`src/rtl/ccgc_pkg.sv`:
```
// Shared definitions for the CCGC phase-order decoder: correction-mode
// encodings and the Gray-to-binary helper used by the converter.
package ccgc_pkg;

    // MSB correction modes selected by corr_mode.
    localparam logic [1:0] CORR_NEVER  = 2'd0;
    localparam logic [1:0] CORR_ALWAYS = 2'd1;
    localparam logic [1:0] CORR_EVEN   = 2'd2;
    localparam logic [1:0] CORR_ODD    = 2'd3;

    // Widest Gray word the helper converts (N_BITS is at most 8).
    localparam int GRAY_MAX_W = 8;

    // Gray-to-binary on the low w bits of g: b[i] = XOR of g[w-1:i].
    function automatic logic [GRAY_MAX_W-1:0] gray2bin(input logic [GRAY_MAX_W-1:0] g,
                                                       input int                    w);
        logic [GRAY_MAX_W-1:0] b;
        logic                  acc;
        b   = '0;
        acc = 1'b0;
        for (int i = GRAY_MAX_W - 1; i >= 0; i--) begin
            if (i < w) begin
                acc  = acc ^ g[i];
                b[i] = acc;
            end
        end
        return b;
    endfunction

    // Whether the MSB is corrected for this mode and frame parity (0 = even).
    function automatic logic corr_enable(input logic [1:0] mode, input logic parity);
        logic corr;
        corr = 1'b0;
        unique case (mode)
            CORR_NEVER:  corr = 1'b0;
            CORR_ALWAYS: corr = 1'b1;
            CORR_EVEN:   corr = ~parity;
            CORR_ODD:    corr = parity;
        endcase
        return corr;
    endfunction

endpackage

```
`src/rtl/ccgc_gray2bin.sv`:
```
// Combinational Gray-to-binary converter of width W.
module ccgc_gray2bin
    import ccgc_pkg::*;
#(
    parameter int W = 4
) (
    input  logic [W-1:0] gray_i,
    output logic [W-1:0] bin_o
);

    assign bin_o = W'(gray2bin(GRAY_MAX_W'(gray_i), W));

endmodule

```
`src/rtl/ccgc_decode_n.sv`:
```
// CCGC phase-order decoder: one pixel per cycle of N Gray bits plus the
// complementary bit in, fringe orders K1/K2/K3 with pixel coordinates out.
// Three-stage pipeline (correct, convert, shift) under one advance enable.
module ccgc_decode_n
    import ccgc_pkg::*;
#(
    parameter int N_BITS = 4,
    parameter int X_W    = 11,
    parameter int Y_W    = 11
) (
    input  logic              clk,
    input  logic              rst,
    input  logic              frame_valid,
    input  logic              line_valid,
    input  logic              in_valid,
    output logic              in_ready,
    input  logic [N_BITS-1:0] gray_in,
    input  logic              gray_cmp,
    input  logic [1:0]        corr_mode,
    output logic              out_valid,
    input  logic              out_ready,
    output logic [N_BITS-2:0] k1_out,
    output logic [N_BITS-1:0] k2_out,
    output logic              k3_out,
    output logic [X_W-1:0]    x_out,
    output logic [Y_W-1:0]    y_out,
    output logic              frame_parity
);

    localparam int MSB = N_BITS - 1;

    // Front end: edge detectors, frame parity and coordinate counters.
    logic           fv_q;
    logic           lv_q;
    logic           parity_q;
    logic [X_W-1:0] x_q;
    logic [Y_W-1:0] y_q;

    // S1: corrected Gray word, K3 and coordinates.
    logic              s1_valid_q;
    logic [N_BITS-1:0] s1_gray_q;
    logic              s1_k3_q;
    logic [X_W-1:0]    s1_x_q;
    logic [Y_W-1:0]    s1_y_q;

    // S2: binary orders.
    logic              s2_valid_q;
    logic [N_BITS-2:0] s2_k1_q;
    logic [N_BITS-1:0] s2_iv2_q;
    logic              s2_k3_q;
    logic [X_W-1:0]    s2_x_q;
    logic [Y_W-1:0]    s2_y_q;

    // S3: output register.
    logic              out_valid_q;
    logic [N_BITS-2:0] k1_q;
    logic [N_BITS-1:0] k2_q;
    logic              k3_q;
    logic [X_W-1:0]    x_out_q;
    logic [Y_W-1:0]    y_out_q;

    logic              en;
    logic              accept;
    logic              frame_start;
    logic              line_fall;
    logic              k3_d;
    logic [N_BITS-1:0] gray_d;
    logic [N_BITS-2:0] k1_d;
    logic [N_BITS-1:0] iv2_d;
    logic [N_BITS:0]   k2_wide;
    logic [N_BITS-1:0] k2_d;

    // K1 comes from the top N-1 Gray bits, IV2 from all N.
    ccgc_gray2bin #(.W(N_BITS - 1)) u_k1_conv (
        .gray_i (s1_gray_q[MSB:1]),
        .bin_o  (k1_d)
    );

    ccgc_gray2bin #(.W(N_BITS)) u_iv2_conv (
        .gray_i (s1_gray_q),
        .bin_o  (iv2_d)
    );

    // Handshake, edge detection, S1 MSB correction and the S3 half-period shift.
    always_comb begin
        // NOTE: every output of this block is assigned before any condition,
        // so no path leaves a value unassigned and no latch is inferred.
        en          = ~out_valid_q | out_ready;
        accept      = in_valid & en & line_valid;
        frame_start = frame_valid & ~fv_q;
        line_fall   = lv_q & ~line_valid;
        k3_d        = gray_in[MSB] ^ gray_cmp;
        gray_d      = gray_in;
        if (corr_enable(corr_mode, parity_q)) begin
            gray_d[MSB] = gray_in[MSB] ^ k3_d;
        end
        // N+1 bits so that IV2 = all-ones does not wrap before the shift.
        k2_wide = {1'b0, s2_iv2_q} + {{N_BITS{1'b0}}, 1'b1};
        k2_d    = N_BITS'(k2_wide >> 1);
    end

    // Frame/line edge detection, frame parity and pixel coordinate counters.
    always_ff @(posedge clk) begin
        // NOTE: state registers use non-blocking assignments so every flop
        // samples the pre-edge values regardless of statement order.
        if (rst) begin
            // Held high through reset so a frame_valid already high when reset
            // releases is a frame in progress, not a new frame start.
            fv_q     <= 1'b1;
            lv_q     <= 1'b0;
            parity_q <= 1'b0;
            x_q      <= '0;
            y_q      <= '0;
        end else begin
            fv_q <= frame_valid;
            lv_q <= line_valid;
            if (frame_start) begin
                parity_q <= ~parity_q;
            end
            if (!line_valid) begin
                x_q <= '0;
            end else if (accept && (x_q != '1)) begin
                x_q <= x_q + 1'b1;
            end
            if (frame_start) begin
                y_q <= '0;
            end else if (line_fall && (y_q != '1)) begin
                y_q <= y_q + 1'b1;
            end
        end
    end

    // Three-stage pipeline; all stages advance together when en is high.
    always_ff @(posedge clk) begin
        if (rst) begin
            // NOTE: the data registers are reset along with the valids so the
            // outputs read 0 after reset and never carry X downstream.
            s1_valid_q  <= 1'b0;
            s1_gray_q   <= '0;
            s1_k3_q     <= 1'b0;
            s1_x_q      <= '0;
            s1_y_q      <= '0;
            s2_valid_q  <= 1'b0;
            s2_k1_q     <= '0;
            s2_iv2_q    <= '0;
            s2_k3_q     <= 1'b0;
            s2_x_q      <= '0;
            s2_y_q      <= '0;
            out_valid_q <= 1'b0;
            k1_q        <= '0;
            k2_q        <= '0;
            k3_q        <= 1'b0;
            x_out_q     <= '0;
            y_out_q     <= '0;
        end else if (en) begin
            s1_valid_q <= accept;
            if (accept) begin
                s1_gray_q <= gray_d;
                s1_k3_q   <= k3_d;
                s1_x_q    <= x_q;
                s1_y_q    <= y_q;
            end
            s2_valid_q <= s1_valid_q;
            if (s1_valid_q) begin
                s2_k1_q  <= k1_d;
                s2_iv2_q <= iv2_d;
                s2_k3_q  <= s1_k3_q;
                s2_x_q   <= s1_x_q;
                s2_y_q   <= s1_y_q;
            end
            out_valid_q <= s2_valid_q;
            if (s2_valid_q) begin
                k1_q    <= s2_k1_q;
                k2_q    <= k2_d;
                k3_q    <= s2_k3_q;
                x_out_q <= s2_x_q;
                y_out_q <= s2_y_q;
            end
        end
    end

    assign in_ready     = en;
    assign out_valid    = out_valid_q;
    assign k1_out       = k1_q;
    assign k2_out       = k2_q;
    assign k3_out       = k3_q;
    assign x_out        = x_out_q;
    assign y_out        = y_out_q;
    assign frame_parity = parity_q;

endmodule

```
`config.mk`:
```
export PLATFORM = sky130hd
export DESIGN_NAME = ccgc_decode_n
export DESIGN_NICKNAME = d
export VERILOG_FILES = /design/src/rtl/ccgc_pkg.sv /design/src/rtl/ccgc_gray2bin.sv /design/src/rtl/ccgc_decode_n.sv
export SDC_FILE = /design/constraint.sdc
export NUM_CORES = 1
export LEC_CHECK = 0
export CORE_MARGIN = 2
export CORE_UTILIZATION = 52
export CTS_CLUSTER_DIAMETER = 150
export DETAILED_ROUTE_END_ITERATION = 7
export PLACE_DENSITY = 0.74
export SYNTH_ARGS = -nofsm -noshare
export SYNTH_HDL_FRONTEND = slang
export SYNTH_SLANG_ARGS = --single-unit
export TNS_END_PERCENT = 50
```
`constraint.sdc`:
```
create_clock -name clk -period 2.1 [get_ports clk]
set_input_delay 0.315 -clock clk [delete_from_list [all_inputs] [get_ports clk]]
set_output_delay 0.315 -clock clk [all_outputs]
set_load 0.02 [all_outputs]
```
==> run notes <==
The run finished with clean final reports. Once the clock tree was built, the resizer swapped 0 gates to a different size. The post-synthesis register bit count came out at 112. For the first-pass GRT wire length, the log shows 14.5 mm. The share of the Yosys chip area taken by registers is 53.0%.

With the area share of and/or/nand/nor cells after synthesis at 24.2%, the layout-stage area growth over the synthesis result is 19.0%. With the final total negative setup slack at 0 ns, the yosys warning tally is 0. The highest-power group was registers.

For the met2 wirelength from detailed routing, the log shows 3.83 mm. The power attributed to sequential cells was 2160 uW; the DRC marker count from the first detailed-route iteration was 183. The layout has 59 buffers outside the clock class. In the layout the commonest cells are nand2_1, dfxtp_1, a21oi_1. With the number of multi-input combinational cells at 371, the TritonCTS sink count is 112. Yosys mapped the design onto 38 distinct sky130hd cell types. For this configuration, the core starts out at a cell density of 54.2%.

The number of cell rows was 32. The run gives 0 for the max-cap violation count. The cell count after synthesis came out at 522.

The count of nets left with antenna violations after detail routing is 0, and the pre-CTS setup slack is 0.0534 ns. With the transition at the pin with the smallest max-transition slack at 0.588 ns, the number of enable flip-flop cells is 0. Sorting the synthesized cells by area gives the leading types as dfxtp_1, nand2_1, a21oi_1.

STA reports a reg2reg setup slack of 0.29 ns. Walking the worst path, the cells encountered are clkdlybuf4s50_1, nor2b_4, inv_1, clkdlybuf4s50_1. The count of buffer and inverter cells on the critical path was 3; the number of placed instances, taps included was 651.

The run gives 0 for the remaining routing DRC violations. Highest routed metal layer: met4. The run gives 94.2 um for the overall die height.

The worst flop-to-flop path startpoint was y_q[4]. The first TritonRoute pass finished after 4 iterations. The kind of capture point of the worst setup path is an output pin. The clock reaches the later pin of the worst-skew pair after 0.38 ns. For met1 alone, demand over resource in global routing was 28.6%. The switching portion of total power comes to 23.2%. The fraction of the mapped netlist area in adder cells was 0.888%. The share of flip-flops with an asynchronous set or reset after synthesis came out at 0%.

The final setup skew is 0.0141 ns. For this run the detailed placement stage logged an HPWL of 5.68 mm. A synthesized cell averages 8.10 sq um. For this run, the chip area from Yosys synthesis comes to 4230 sq um. The run gives 64.4% as the final core area utilization. Per STA, the worst path accumulates the most delay in the family buffers and inverters. For the smallest setup slack after layout, the log shows 0.103 ns. For reference, the top cells by count after synthesis are nand2_1, dfxtp_1, a21oi_1, clkbuf_1, nor2_1.

The total non-filler cell area in the finished layout is 5030 sq um. Warnings raised by the tools during the run amount to 26. The flop count was 112; the largest net degree at the start of global routing was 92. Summing internal, switching and leakage power gives 3660 uW. Cell count of the worst reg-to-reg path: 5. Buffers added to address setup during post-CTS repair amount to 0.

For the top achievable clock speed, the log shows 0.501 GHz. The post-synthesis cell type with the largest combined area was dfxtp_1. Per the Yosys statistics, synthesis produced 522 cells. Among all cell classes, the greatest summed area belongs to registers. The clock H-tree reported by CTS has 3 levels.

After detailed routing, the number of vias per cell comes to 5.27. The launch point of the worst path was out_ready. After clock tree synthesis, the flow added hold-fix buffers numbering 0. The internal portion of the total power is 2810 uW. The flow reports power dissipated in the clock network as 1310 uW.

TritonCTS built the clock tree. The antenna diode count came out at 0. The classification of the worst setup path was in2out. The final timing report counts setup violations totalling 0. The worst-path maximum fanout works out to 8. The sum of overflow across all layers after global routing came out at 0. The tools report the capturing element of the worst setup path as in_ready. The required arrival time at the worst endpoint was 1.78 ns. Summed over all nets, wire length on met3 after detailed routing comes to 348 um.
**Routed metal, one color a layer**

(3 px per um) Only two layers are drawn.
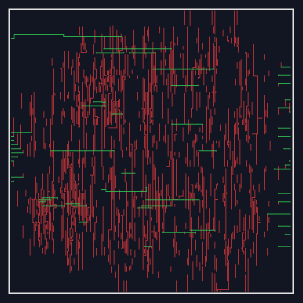
red -> met2  # wire length 3830 um
green -> met3  # wire length 348 um
routed len/inst: 13.0 um
via count: 3518
GRT Resource Usage Total: 20.6%

**Met2 routing**

(4 px per um)
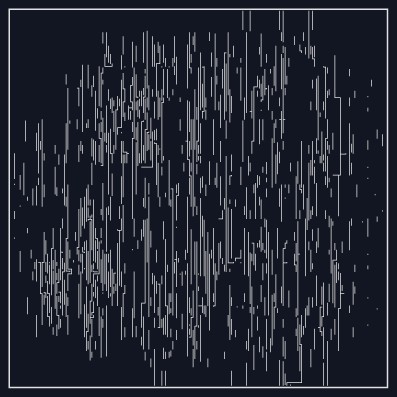
longest straight run = 31.6 um
wire length on this layer = 3830 um
total wire length after detailed routing: 8.65 mm
met2 Use GR: 31.6%

**I/O nets highlighted**

(3 px per um)
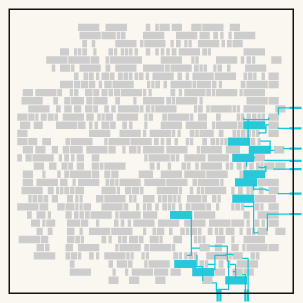
cyan -> x_out  # bits 11, direction output, edge 7 right, 4 bottom, end cells 11, wire 214 um
number of I/O port buffers: 45
top-level I/O count: 46

Power is estimated from default activity; no workload was simulated.
